--- src/rtl/bus_if_pkg.sv ---
// Shared widths and the controller state type for the SoC bus initiator.
package bus_if_pkg;

  localparam int BUS_BURST_W = 8;
  localparam int BUS_DATA_W  = 32;
  localparam int BUS_BE_W    = 4;

  typedef enum logic [2:0] {
    ST_IDLE  = 3'd0,
    ST_REQ   = 3'd1,
    ST_BEGIN = 3'd2,
    ST_WRITE = 3'd3,
    ST_WEND  = 3'd4,
    ST_READ  = 3'd5
  } state_t;

endpackage

--- src/rtl/bus_initiator_if.sv ---
// Local command/stream side plus shared-bus side of the initiator, bundled for port connection.
interface bus_initiator_if;
  import bus_if_pkg::*;

  logic                   cmd_valid_i;
  logic                   cmd_ready_o;
  logic [BUS_DATA_W-1:0]  cmd_addr_i;
  logic                   cmd_rnw_i;
  logic [BUS_BURST_W-1:0] cmd_burst_i;
  logic [BUS_BE_W-1:0]    cmd_be_i;
  logic                   wdata_valid_i;
  logic                   wdata_ready_o;
  logic [BUS_DATA_W-1:0]  wdata_i;
  logic                   rdata_valid_o;
  logic [BUS_DATA_W-1:0]  rdata_o;
  logic                   rdata_last_o;
  logic                   done_o;
  logic                   error_o;
  logic                   request_o;
  logic                   grant_i;
  logic                   beginTransaction_o;
  logic                   endTransaction_o;
  logic [BUS_DATA_W-1:0]  addressData_o;
  logic [BUS_BE_W-1:0]    byteEnables_o;
  logic                   readNotWrite_o;
  logic [BUS_BURST_W-1:0] burstSize_o;
  logic                   dataValid_o;
  logic                   endTransaction_i;
  logic                   dataValid_i;
  logic [BUS_DATA_W-1:0]  addressData_i;
  logic                   busy_i;
  logic                   busError_i;

  modport master (
    input  cmd_valid_i, cmd_addr_i, cmd_rnw_i, cmd_burst_i, cmd_be_i,
    input  wdata_valid_i, wdata_i, grant_i, endTransaction_i, dataValid_i,
    input  addressData_i, busy_i, busError_i,
    output cmd_ready_o, wdata_ready_o, rdata_valid_o, rdata_o, rdata_last_o,
    output done_o, error_o, request_o, beginTransaction_o, endTransaction_o,
    output addressData_o, byteEnables_o, readNotWrite_o, burstSize_o, dataValid_o
  );

  modport slave (
    output cmd_valid_i, cmd_addr_i, cmd_rnw_i, cmd_burst_i, cmd_be_i,
    output wdata_valid_i, wdata_i, grant_i, endTransaction_i, dataValid_i,
    output addressData_i, busy_i, busError_i,
    input  cmd_ready_o, wdata_ready_o, rdata_valid_o, rdata_o, rdata_last_o,
    input  done_o, error_o, request_o, beginTransaction_o, endTransaction_o,
    input  addressData_o, byteEnables_o, readNotWrite_o, burstSize_o, dataValid_o
  );

endinterface

--- src/rtl/bus_initiator.sv ---
// Single-master bus initiator: arbitrates, issues one BEGIN, then streams write beats or collects read beats.
// Bus drives are decoded from the state register, so they vanish with reset or on the return to IDLE.
module bus_initiator
  import bus_if_pkg::*;
#(
  parameter int unsigned TIMEOUT_CYCLES = 1024
) (
  input  logic            clk_i,
  input  logic            rst_ni,
  bus_initiator_if.master bus
);

  localparam int TMO_W = $clog2(TIMEOUT_CYCLES + 1);
  // Abort lands on the silent cycle that makes error_o appear TIMEOUT_CYCLES after BEGIN.
  localparam logic [TMO_W-1:0] TMO_LAST = TMO_W'(TIMEOUT_CYCLES - 2);

  state_t                 state_q, state_d;
  logic [BUS_DATA_W-1:0]  addr_q, addr_d;
  logic                   rnw_q, rnw_d;
  logic [BUS_BURST_W-1:0] burst_q, burst_d;
  logic [BUS_BURST_W-1:0] cnt_q, cnt_d;
  logic [BUS_BE_W-1:0]    be_q, be_d;
  logic                   all_rx_q, all_rx_d;
  logic                   mism_q, mism_d;
  logic [TMO_W-1:0]       tmo_q, tmo_d;
  logic                   ready_q, ready_d;
  logic                   done_q, done_d;
  logic                   error_q, error_d;
  logic                   rvalid_q, rvalid_d;
  logic                   rlast_q, rlast_d;
  logic [BUS_DATA_W-1:0]  rdata_q, rdata_d;

  logic in_begin_s, in_write_s, in_read_s, active_s, timed_s;
  logic wvalid_s, retire_s, rx_beat_s, expired_s, abort_s;
  logic complete_s, mismatch_s;

  assign in_begin_s = (state_q == ST_BEGIN);
  assign in_write_s = (state_q == ST_WRITE);
  assign in_read_s  = (state_q == ST_READ);
  assign timed_s    = in_write_s | in_read_s;
  assign active_s   = in_begin_s | timed_s | (state_q == ST_WEND);
  assign wvalid_s   = in_write_s & bus.wdata_valid_i;
  assign retire_s   = wvalid_s & ~bus.busy_i;
  assign rx_beat_s  = in_read_s & bus.dataValid_i;
  assign expired_s  = timed_s & ~retire_s & ~rx_beat_s & (tmo_q == TMO_LAST);
  assign abort_s    = active_s & (bus.busError_i | expired_s);

  // Next-state, command latch, beat accounting and completion pulses.
  always_comb begin
    state_d    = state_q;
    addr_d     = addr_q;
    rnw_d      = rnw_q;
    burst_d    = burst_q;
    be_d       = be_q;
    cnt_d      = cnt_q;
    all_rx_d   = all_rx_q;
    mism_d     = mism_q;
    tmo_d      = tmo_q;
    done_d     = 1'b0;
    error_d    = 1'b0;
    rvalid_d   = 1'b0;
    rlast_d    = 1'b0;
    rdata_d    = rdata_q;
    complete_s = 1'b0;
    mismatch_s = 1'b0;
    case (state_q)
      ST_IDLE: begin
        tmo_d = {TMO_W{1'b0}};
        if (bus.cmd_valid_i) begin
          addr_d   = bus.cmd_addr_i;
          rnw_d    = bus.cmd_rnw_i;
          burst_d  = bus.cmd_burst_i;
          be_d     = bus.cmd_be_i;
          cnt_d    = bus.cmd_burst_i;
          all_rx_d = 1'b0;
          mism_d   = 1'b0;
          state_d  = ST_REQ;
        end else begin
          state_d  = ST_IDLE;
        end
      end
      ST_REQ: begin
        if (bus.grant_i) begin
          state_d = ST_BEGIN;
        end else begin
          state_d = ST_REQ;
        end
      end
      ST_BEGIN: begin
        tmo_d   = {TMO_W{1'b0}};
        state_d = rnw_q ? ST_READ : ST_WRITE;
      end
      ST_WRITE: begin
        if (retire_s) begin
          tmo_d = {TMO_W{1'b0}};
          if (cnt_q == 8'd0) begin
            state_d = ST_WEND;
          end else begin
            cnt_d = cnt_q - 8'd1;
          end
        end else begin
          tmo_d = tmo_q + {{(TMO_W-1){1'b0}}, 1'b1};
        end
      end
      ST_WEND: begin
        done_d  = 1'b1;
        state_d = ST_IDLE;
      end
      ST_READ: begin
        // Beats beyond the expected count are dropped but poison the completion.
        if (rx_beat_s) begin
          tmo_d = {TMO_W{1'b0}};
          if (all_rx_q) begin
            mism_d = 1'b1;
          end else begin
            rvalid_d = 1'b1;
            rdata_d  = bus.addressData_i;
            rlast_d  = (cnt_q == 8'd0);
            if (cnt_q == 8'd0) begin
              all_rx_d = 1'b1;
            end else begin
              cnt_d = cnt_q - 8'd1;
            end
          end
        end else begin
          tmo_d = tmo_q + {{(TMO_W-1){1'b0}}, 1'b1};
        end
        if (bus.endTransaction_i) begin
          complete_s = all_rx_q | (rx_beat_s & (cnt_q == 8'd0));
          mismatch_s = mism_q | (rx_beat_s & all_rx_q);
          done_d     = complete_s & ~mismatch_s;
          error_d    = ~(complete_s & ~mismatch_s);
          state_d    = ST_IDLE;
        end else begin
          state_d    = ST_READ;
        end
      end
      default: begin
        state_d = ST_IDLE;
      end
    endcase
    if (abort_s) begin
      state_d  = ST_IDLE;
      done_d   = 1'b0;
      error_d  = 1'b1;
      rvalid_d = 1'b0;
      rlast_d  = 1'b0;
    end else begin
      error_d  = error_d;
    end
    ready_d = (state_d == ST_IDLE);
  end

  // State and output registers; reset discards any latched command.
  always_ff @(posedge clk_i or negedge rst_ni) begin
    if (!rst_ni) begin
      state_q  <= ST_IDLE;
      addr_q   <= 32'd0;
      rnw_q    <= 1'b0;
      burst_q  <= 8'd0;
      be_q     <= 4'd0;
      cnt_q    <= 8'd0;
      all_rx_q <= 1'b0;
      mism_q   <= 1'b0;
      tmo_q    <= {TMO_W{1'b0}};
      ready_q  <= 1'b0;
      done_q   <= 1'b0;
      error_q  <= 1'b0;
      rvalid_q <= 1'b0;
      rlast_q  <= 1'b0;
      rdata_q  <= 32'd0;
    end else begin
      state_q  <= state_d;
      addr_q   <= addr_d;
      rnw_q    <= rnw_d;
      burst_q  <= burst_d;
      be_q     <= be_d;
      cnt_q    <= cnt_d;
      all_rx_q <= all_rx_d;
      mism_q   <= mism_d;
      tmo_q    <= tmo_d;
      ready_q  <= ready_d;
      done_q   <= done_d;
      error_q  <= error_d;
      rvalid_q <= rvalid_d;
      rlast_q  <= rlast_d;
      rdata_q  <= rdata_d;
    end
  end

  assign bus.cmd_ready_o        = ready_q;
  assign bus.request_o          = (state_q != ST_IDLE);
  assign bus.beginTransaction_o = in_begin_s;
  assign bus.addressData_o      = in_begin_s ? addr_q : (wvalid_s ? bus.wdata_i : 32'd0);
  assign bus.byteEnables_o      = in_begin_s ? be_q : 4'd0;
  assign bus.readNotWrite_o     = in_begin_s & rnw_q;
  assign bus.burstSize_o        = in_begin_s ? burst_q : 8'd0;
  assign bus.dataValid_o        = wvalid_s;
  assign bus.wdata_ready_o      = retire_s;
  assign bus.endTransaction_o   = (state_q == ST_WEND) & ~bus.busError_i;
  assign bus.done_o             = done_q;
  assign bus.error_o            = error_q;
  assign bus.rdata_valid_o      = rvalid_q;
  assign bus.rdata_o            = rdata_q;
  assign bus.rdata_last_o       = rlast_q;

endmodule
--- src/flat_wrapper.sv ---
// flat-port wrapper written by rule: the top's interface ports become plain ports
module bus_initiator_flat import bus_if_pkg::*;
#(
  parameter int unsigned TIMEOUT_CYCLES = 1024
)
  (clk_i, rst_ni, bus_cmd_valid_i, bus_cmd_addr_i, bus_cmd_rnw_i, bus_cmd_burst_i, bus_cmd_be_i, bus_wdata_valid_i, bus_wdata_i, bus_grant_i, bus_endTransaction_i, bus_dataValid_i, bus_addressData_i, bus_busy_i, bus_busError_i, bus_cmd_ready_o, bus_wdata_ready_o, bus_rdata_valid_o, bus_rdata_o, bus_rdata_last_o, bus_done_o, bus_error_o, bus_request_o, bus_beginTransaction_o, bus_endTransaction_o, bus_addressData_o, bus_byteEnables_o, bus_readNotWrite_o, bus_burstSize_o, bus_dataValid_o);
  bus_initiator_if bus_i ();
  input  logic clk_i;
  input  logic rst_ni;
  input wire logic [$bits(bus_i.cmd_valid_i)-1:0] bus_cmd_valid_i;
  input wire logic [$bits(bus_i.cmd_addr_i)-1:0] bus_cmd_addr_i;
  input wire logic [$bits(bus_i.cmd_rnw_i)-1:0] bus_cmd_rnw_i;
  input wire logic [$bits(bus_i.cmd_burst_i)-1:0] bus_cmd_burst_i;
  input wire logic [$bits(bus_i.cmd_be_i)-1:0] bus_cmd_be_i;
  input wire logic [$bits(bus_i.wdata_valid_i)-1:0] bus_wdata_valid_i;
  input wire logic [$bits(bus_i.wdata_i)-1:0] bus_wdata_i;
  input wire logic [$bits(bus_i.grant_i)-1:0] bus_grant_i;
  input wire logic [$bits(bus_i.endTransaction_i)-1:0] bus_endTransaction_i;
  input wire logic [$bits(bus_i.dataValid_i)-1:0] bus_dataValid_i;
  input wire logic [$bits(bus_i.addressData_i)-1:0] bus_addressData_i;
  input wire logic [$bits(bus_i.busy_i)-1:0] bus_busy_i;
  input wire logic [$bits(bus_i.busError_i)-1:0] bus_busError_i;
  output wire logic [$bits(bus_i.cmd_ready_o)-1:0] bus_cmd_ready_o;
  output wire logic [$bits(bus_i.wdata_ready_o)-1:0] bus_wdata_ready_o;
  output wire logic [$bits(bus_i.rdata_valid_o)-1:0] bus_rdata_valid_o;
  output wire logic [$bits(bus_i.rdata_o)-1:0] bus_rdata_o;
  output wire logic [$bits(bus_i.rdata_last_o)-1:0] bus_rdata_last_o;
  output wire logic [$bits(bus_i.done_o)-1:0] bus_done_o;
  output wire logic [$bits(bus_i.error_o)-1:0] bus_error_o;
  output wire logic [$bits(bus_i.request_o)-1:0] bus_request_o;
  output wire logic [$bits(bus_i.beginTransaction_o)-1:0] bus_beginTransaction_o;
  output wire logic [$bits(bus_i.endTransaction_o)-1:0] bus_endTransaction_o;
  output wire logic [$bits(bus_i.addressData_o)-1:0] bus_addressData_o;
  output wire logic [$bits(bus_i.byteEnables_o)-1:0] bus_byteEnables_o;
  output wire logic [$bits(bus_i.readNotWrite_o)-1:0] bus_readNotWrite_o;
  output wire logic [$bits(bus_i.burstSize_o)-1:0] bus_burstSize_o;
  output wire logic [$bits(bus_i.dataValid_o)-1:0] bus_dataValid_o;
  assign bus_i.cmd_valid_i = bus_cmd_valid_i;
  assign bus_i.cmd_addr_i = bus_cmd_addr_i;
  assign bus_i.cmd_rnw_i = bus_cmd_rnw_i;
  assign bus_i.cmd_burst_i = bus_cmd_burst_i;
  assign bus_i.cmd_be_i = bus_cmd_be_i;
  assign bus_i.wdata_valid_i = bus_wdata_valid_i;
  assign bus_i.wdata_i = bus_wdata_i;
  assign bus_i.grant_i = bus_grant_i;
  assign bus_i.endTransaction_i = bus_endTransaction_i;
  assign bus_i.dataValid_i = bus_dataValid_i;
  assign bus_i.addressData_i = bus_addressData_i;
  assign bus_i.busy_i = bus_busy_i;
  assign bus_i.busError_i = bus_busError_i;
  assign bus_cmd_ready_o = bus_i.cmd_ready_o;
  assign bus_wdata_ready_o = bus_i.wdata_ready_o;
  assign bus_rdata_valid_o = bus_i.rdata_valid_o;
  assign bus_rdata_o = bus_i.rdata_o;
  assign bus_rdata_last_o = bus_i.rdata_last_o;
  assign bus_done_o = bus_i.done_o;
  assign bus_error_o = bus_i.error_o;
  assign bus_request_o = bus_i.request_o;
  assign bus_beginTransaction_o = bus_i.beginTransaction_o;
  assign bus_endTransaction_o = bus_i.endTransaction_o;
  assign bus_addressData_o = bus_i.addressData_o;
  assign bus_byteEnables_o = bus_i.byteEnables_o;
  assign bus_readNotWrite_o = bus_i.readNotWrite_o;
  assign bus_burstSize_o = bus_i.burstSize_o;
  assign bus_dataValid_o = bus_i.dataValid_o;
  bus_initiator #(.TIMEOUT_CYCLES(TIMEOUT_CYCLES)) u_core (.clk_i(clk_i), .rst_ni(rst_ni), .bus(bus_i));
endmodule
--- config.mk ---
export PLATFORM = sky130hd
export DESIGN_NAME = bus_initiator_flat
export DESIGN_NICKNAME = d
export VERILOG_FILES = /design/src/rtl/bus_if_pkg.sv /design/src/rtl/bus_initiator_if.sv /design/src/rtl/bus_initiator.sv /design/src/flat_wrapper.sv
export SDC_FILE = /design/constraint.sdc
export NUM_CORES = 1
export LEC_CHECK = 0
export ABC_AREA = 1
export ABC_CLOCK_PERIOD_IN_PS = 1820
export CAP_MARGIN = 5
export CELL_PAD_IN_SITES_DETAIL_PLACEMENT = 0
export CELL_PAD_IN_SITES_GLOBAL_PLACEMENT = 1
export CORE_MARGIN = 8
export CORE_UTILIZATION = 32
export CTS_CLUSTER_DIAMETER = 60
export DETAILED_ROUTE_END_ITERATION = 6
export PLACE_DENSITY_LB_ADDON = 0.05
export REMOVE_ABC_BUFFERS = 1
export SYNTH_ARGS = -nofsm -noshare
export SYNTH_HDL_FRONTEND = slang
export SYNTH_SLANG_ARGS = --single-unit
--- constraint.sdc ---
create_clock -name clk_i -period 1.82 [get_ports clk_i]
set_input_delay 0.182 -clock clk_i [delete_from_list [all_inputs] [get_ports clk_i]]
set_output_delay 0.182 -clock clk_i [all_outputs]
set_load 0.05 [all_outputs]
==> qor.yml <==
final_layout:
  layout_top_cell: "clkdlybuf4s50_1"
  post-route-util_pct: 55.48
  n_clock_buffer: 9
  nNonClkInverters: 97
  multi_input_comb_cells: 391
logic_synthesis:
  syn_area_um2: 5261
die:
  fp-row-count: 47
critical_path:
  slowest_stage: "dfrtp_1"
  critPathBufInv: 4
  slowest_delay_ns: 0.38
  r2r_cells: 8
sta:
  fin_ws_ns: -0.01027
  final_hold_viol_count: 0
  rsz0062_at_grt: "true"
  tightest_slew_ns: 0.5475
  slew_headroom_pct: 63.39
  setup_viol: 3
run:
  max-cap-violations: 0
clock_tree:
  cts_htree_levels: 3
  cts_made_buffers: 9
drt:
  drt-vias-per-instance: 4.524
  drcViolationCount: 0
pwr:
  maxPowerGroup: "combinational cells"
  power-per-cell-area_nw_per_um2: 1564
  pwr-share-clk_pct: 13.5
outcome:
  status: "finished, violations left"
  violations: "negative setup slack"
placed_design:
  dp_slack_ns: 0.1127
  place.gp.congestion: 0.7806
global_route:
  top_usage_layer: "met2"
-- repair_timing --
item | 4_1_cts | 5_1_grt
gates cloned | 4 | 1
setup endpoints to repair | 44 | 84
endpoints found under the hold margin | 34 | 0
hold buffers | 1 | 0
pin swaps | 1 | 4
resized | 112 | 24
buffers inserted | 3 | 2
-- flip-flops by register name, summed over array words and instances (netlist names) --
signal	count
u_core.addr_q	32
u_core.bus.cmd_ready_o	1
u_core.mism_q	1
u_core.bus.done_o	1
u_core.state_q	3
u_core.bus.rdata_o	32
u_core.all_rx_q	1
u_core.tmo_q	11
u_core.bus.rdata_last_o	1
u_core.bus.error_o	1
u_core.rnw_q	1
u_core.cnt_q	8
u_core.be_q	4
u_core.burst_q	8
u_core.bus.rdata_valid_o	1
**Routed metal per tile**

The bar under the picture is 50 um long. 29 x 29 tiles, from dark purple (low) to yellow (high), scaled to the fullest tile. Values are wire area over tile area, all layers added.
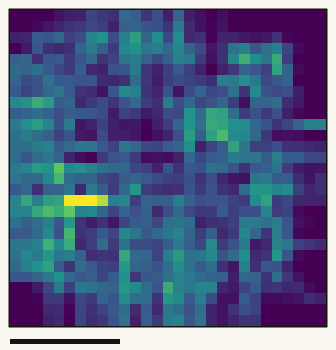
fullest tile	0.56
tiles over half the peak	6.2%
densest ninth of the die	west
nearly empty tiles	11%

**Cells coloured by class**

The bar under the picture is 50 um long.
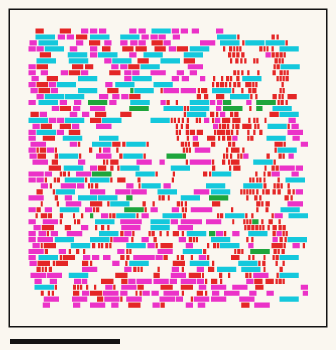
class	colour	cells
flops	cyan	106
combinational and other logic	red	488
other buffers and delay cells	magenta	238
clock drivers and dummy loads	green	16

**Port wiring**

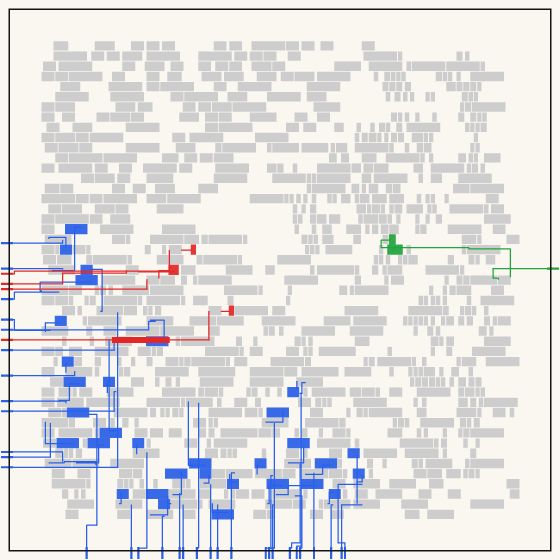
port	colour	bits	direction	end cells	buffers	wire
bus_cmd_valid_i	green	1	input	2	1	66.6 um
bus_addressData_o	blue	32	output	32	32	1020 um
bus_cmd_be_i	red	4	input	4	4	201 um

Power figures rest on the tool's default switching activity, not on a simulated workload.
